## src/rtl/sram_port_arbiter.sv

```systemverilog
// sram_port_arbiter
//   Shares one synchronous single-port SRAM (1-cycle read latency) between
//   ICache line refill (IC_BURST_LEN-word burst) and data-side single-word
//   load/store. One transaction in flight at a time; round-robin on ties.
//
// Ports
//   clk, rst                         clock, synchronous active-high reset
//   ic_req_valid/addr/ready          refill request (addr line-aligned, low bits ignored)
//   ic_rdata/_valid/_last            refill beat data, valid, final-beat marker
//   dc_req_valid/wr/addr/wdata/wstrb data request (addr word-aligned, low bits ignored)
//   dc_req_ready                     data request accepted this cycle
//   dc_resp_valid, dc_rdata          load data / store completion
//   sram_en/we/addr/wdata            SRAM command (we = 0 means read)
//   sram_rdata                       SRAM read data, one cycle after sram_en
module sram_port_arbiter #(
  parameter int IC_BURST_LEN = 4,
  parameter int ADDR_W       = 32
) (
  input  logic              clk,
  input  logic              rst,
  input  logic              ic_req_valid,
  input  logic [ADDR_W-1:0] ic_req_addr,
  output logic              ic_req_ready,
  output logic [31:0]       ic_rdata,
  output logic              ic_rdata_valid,
  output logic              ic_rdata_last,
  input  logic              dc_req_valid,
  input  logic              dc_req_wr,
  input  logic [ADDR_W-1:0] dc_req_addr,
  input  logic [31:0]       dc_req_wdata,
  input  logic [3:0]        dc_req_wstrb,
  output logic              dc_req_ready,
  output logic              dc_resp_valid,
  output logic [31:0]       dc_rdata,
  output logic              sram_en,
  output logic [3:0]        sram_we,
  output logic [ADDR_W-1:0] sram_addr,
  output logic [31:0]       sram_wdata,
  input  logic [31:0]       sram_rdata
);

  localparam int DATA_W   = 32;
  localparam int BEAT_W   = (IC_BURST_LEN > 1) ? $clog2(IC_BURST_LEN) : 1;
  localparam int LINE_LSB = BEAT_W + 2;
  localparam logic [BEAT_W-1:0] LAST_BEAT = BEAT_W'(IC_BURST_LEN - 1);

  typedef enum logic [1:0] {
    IDLE      = 2'd0,
    IC_BURST  = 2'd1,
    DC_ACCESS = 2'd2
  } state_t;

  state_t                     state;
  logic [BEAT_W-1:0]          beat_cnt;
  logic                       last_grant_dc;   // 1: data side won the last transaction
  logic                       resp_ic_q;
  logic                       resp_last_q;
  logic                       resp_dc_q;

  // Request payload holding registers (data path, no reset needed)
  logic [ADDR_W-LINE_LSB-1:0] ic_line;
  logic [ADDR_W-3:0]          dc_word;
  logic                       dc_wr;
  logic [DATA_W-1:0]          dc_wdata;
  logic [3:0]                 dc_wstrb;

  logic                       grant_ic;
  logic                       grant_dc;

  // Sub-line / sub-word address bits are intentionally dropped.
  logic unused_addr_bits;
  assign unused_addr_bits = ^{ic_req_addr[LINE_LSB-1:0], dc_req_addr[1:0]};

  // Arbitration: only in IDLE and never during reset; a tie goes to the side
  // that did not win last time.
  always_comb begin
    grant_ic = 1'b0;
    grant_dc = 1'b0;
    if (!rst && state == IDLE) begin
      if (ic_req_valid && dc_req_valid) begin
        grant_ic = last_grant_dc;
        grant_dc = !last_grant_dc;
      end else begin
        grant_ic = ic_req_valid;
        grant_dc = dc_req_valid;
      end
    end
  end

  assign ic_req_ready = grant_ic;
  assign dc_req_ready = grant_dc;

  // Control FSM and response tags
  always_ff @(posedge clk) begin
    if (rst) begin
      state         <= IDLE;
      beat_cnt      <= '0;
      last_grant_dc <= 1'b0;
      resp_ic_q     <= 1'b0;
      resp_last_q   <= 1'b0;
      resp_dc_q     <= 1'b0;
    end else begin
      resp_ic_q   <= (state == IC_BURST);
      resp_last_q <= (state == IC_BURST) && (beat_cnt == LAST_BEAT);
      resp_dc_q   <= (state == DC_ACCESS);
      case (state)
        IDLE: begin
          if (grant_ic) begin
            state    <= IC_BURST;
            beat_cnt <= '0;
          end else if (grant_dc) begin
            state    <= DC_ACCESS;
          end
        end
        IC_BURST: begin
          beat_cnt <= beat_cnt + 1'b1;
          if (beat_cnt == LAST_BEAT) begin
            state         <= IDLE;
            last_grant_dc <= 1'b0;
          end
        end
        DC_ACCESS: begin
          state         <= IDLE;
          last_grant_dc <= 1'b1;
        end
        default: state <= IDLE;
      endcase
    end
  end

  // Request capture at acceptance
  always_ff @(posedge clk) begin
    if (grant_ic) begin
      ic_line <= ic_req_addr[ADDR_W-1:LINE_LSB];
    end
    if (grant_dc) begin
      dc_word  <= dc_req_addr[ADDR_W-1:2];
      dc_wr    <= dc_req_wr;
      dc_wdata <= dc_req_wdata;
      dc_wstrb <= dc_req_wstrb;
    end
  end

  // SRAM command: decoded from registered state; reset suppresses any access
  // in the same cycle so an in-flight store cannot land during reset.
  assign sram_en    = !rst && (state != IDLE);
  assign sram_we    = (!rst && state == DC_ACCESS && dc_wr) ? dc_wstrb : 4'b0000;
  assign sram_addr  = (state == DC_ACCESS) ? {dc_word, 2'b00} : {ic_line, beat_cnt, 2'b00};
  assign sram_wdata = dc_wdata;

  // Response stage: tags from the issue cycle qualify the SRAM read data
  assign ic_rdata       = sram_rdata;
  assign dc_rdata       = sram_rdata;
  assign ic_rdata_valid = resp_ic_q && !rst;
  assign ic_rdata_last  = resp_last_q && !rst;
  assign dc_resp_valid  = resp_dc_q && !rst;

endmodule
```

## config.mk

```make
export PLATFORM = sky130hd
export DESIGN_NAME = sram_port_arbiter
export DESIGN_NICKNAME = d
export VERILOG_FILES = /design/src/rtl/sram_port_arbiter.sv
export SDC_FILE = /design/constraint.sdc
export NUM_CORES = 1
export LEC_CHECK = 0
export CAP_MARGIN = 20
export CORE_ASPECT_RATIO = 0.75
export CORE_MARGIN = 4
export CORE_UTILIZATION = 32
export DETAILED_ROUTE_END_ITERATION = 7
export PLACE_DENSITY = 0.76
export SLEW_MARGIN = 10
export SYNTH_ARGS = -nofsm -noshare
export SYNTH_HDL_FRONTEND = slang
export SYNTH_SLANG_ARGS = --single-unit
export TNS_END_PERCENT = 100
```

## constraint.sdc

```tcl
create_clock -name clk -period 2.9 [get_ports clk]
set_clock_uncertainty 0.05 [all_clocks]
set_input_delay 0.58 -clock clk [delete_from_list [all_inputs] [get_ports clk]]
set_output_delay 0.58 -clock clk [all_outputs]
set_load 0.03 [all_outputs]
```

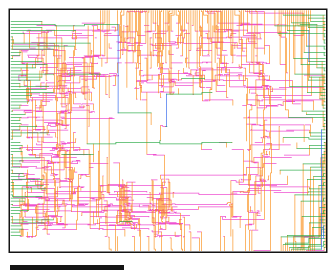
Figure 1: wiring by layer.
Bar = 50 µm.
Key: blue = met4 [wire length 124 µm]; orange = met2 [wire length 5400 µm]; green = met3 [wire length 1330 µm]; magenta = met1 [wire length 3730 µm]
via count: 2543
wire length per cell: 17.9 µm

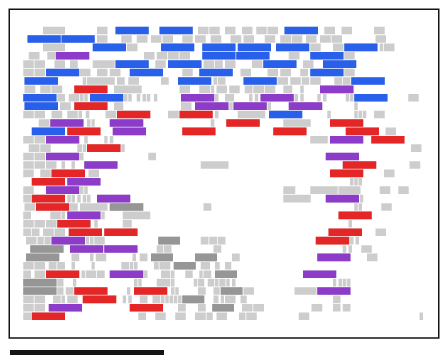
Figure 2: register map, names as in the netlist.
Bar = 50 µm.
Key: red = `dc_word` [placed flops 30]; purple = `ic_line` [placed flops 28]; blue = `sram_wdata` [placed flops 32, where a horizontal strip, top]
Another 13 sequential cells are not colored.
Seq group: 1.72 mW
final core occ: 0.469

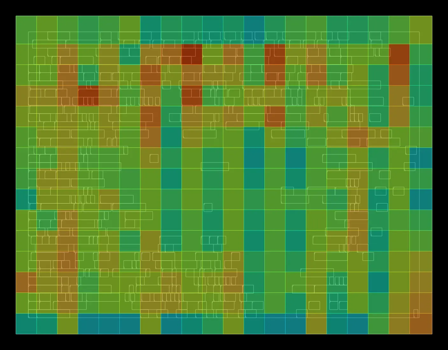
Figure 3: track usage over the die.
M2 GR Usage: 0.248
GRT Total Usage: 0.141

==> results_slide.txt <==
Key Metrics from the Run

Clock tree
  – Clock transition at the registers of the reported paths: 70 ps
  – Post-CTS setup buffers: 0
  – H-tree levels: 3
  – PostCTS Resize Cnt: 0
  – Clk latency late pin: 340 ps
  – Hold buffers post-CTS: 0
  – Clock sinks: 103

Pwr
  – Top pwr grp: registers
  – Worst vdd ir: 0.396 mV
  – Leakage power: 2.21 nW
  – Clock group power: 1.16 mW
  – Comb pwr share: 0.151

Yosys
  – Synth Instances: 302
  – Yosys Chip Area: 4090 µm²
  – Post-synth top area cell: edfxtp_1
  – Most numerous cell in the Yosys netlist: edfxtp_1
  – Top post-synthesis cells by count: edfxtp_1, nand2_1, buf_4
  – Logic family by area: buffers and inverters
  – Synth Area in Simple Gates: 0.120
  – Tally of yosys warning messages: 0
  – Ys cells: 302
  – Top-area cell type share of the netlist area: 0.697
  – Largest cells by area after synthesis: edfxtp_1, buf_4, nand2_1
  – Synth Seq Share: 0.736
  – Number of enable flip-flop cells: 95
  – Fa+ha+maj area frac: 0.00306
  – Commonest flop: edfxtp_1

Die
  – Site Rows: 35
  – DIE AREA: 14700 µm²
  – Die width: 139 µm

Drt
  – Antenna-violating nets left: 0
  – Via/cell ratio: 4.30
  – M1 wire length: 3730 µm
  – WL met2: 5400 µm
  – 1st-pass router iterations: 4

Placement
  – Place WS: 208 ps
  – Post-DP Area: 5520 µm²
  – Post-Place Cells: 575
  – Final RePlAce weighted congestion: 0.765

STA
  – Unrepaired setup endpoints after global routing: false
  – Fin Setup TNS: 0 ps
  – Max-slew violation count: 0
  – Fin Hold WS: 499 ps

GRT
  – M1 GR Usage: 0.143
  – Grt total ovfl: 0

Worst setup path
  – Critical path arrival: 2060 ps
  – Worst R2R Path Depth: 3
  – Slowest stage delay, CP: 550 ps
  – Critical path class: input port to output pin
  – Worst-path fanout max: 8
  – CP endpoint kind: output pin

Worst hold path
  – WHS Path Cells: 2
  – Hold EP: last_grant_dc

Layout
  – Logic inverters: 2
  – Most instantiated logic cells after routing: clkdlybuf4s50_1, edfxtp_1, nand2_1
  – Sequential Area: 3010 µm²
  – Fin cells: 591
  – Biggest Area Class: flip-flops and latches
  – Clock buffers: 9
  – Multi-input gates: 124
  – Filler Cell Count: 1086

Outcome
  – Run status: finished clean
Power and IR drop assume default switching activity.
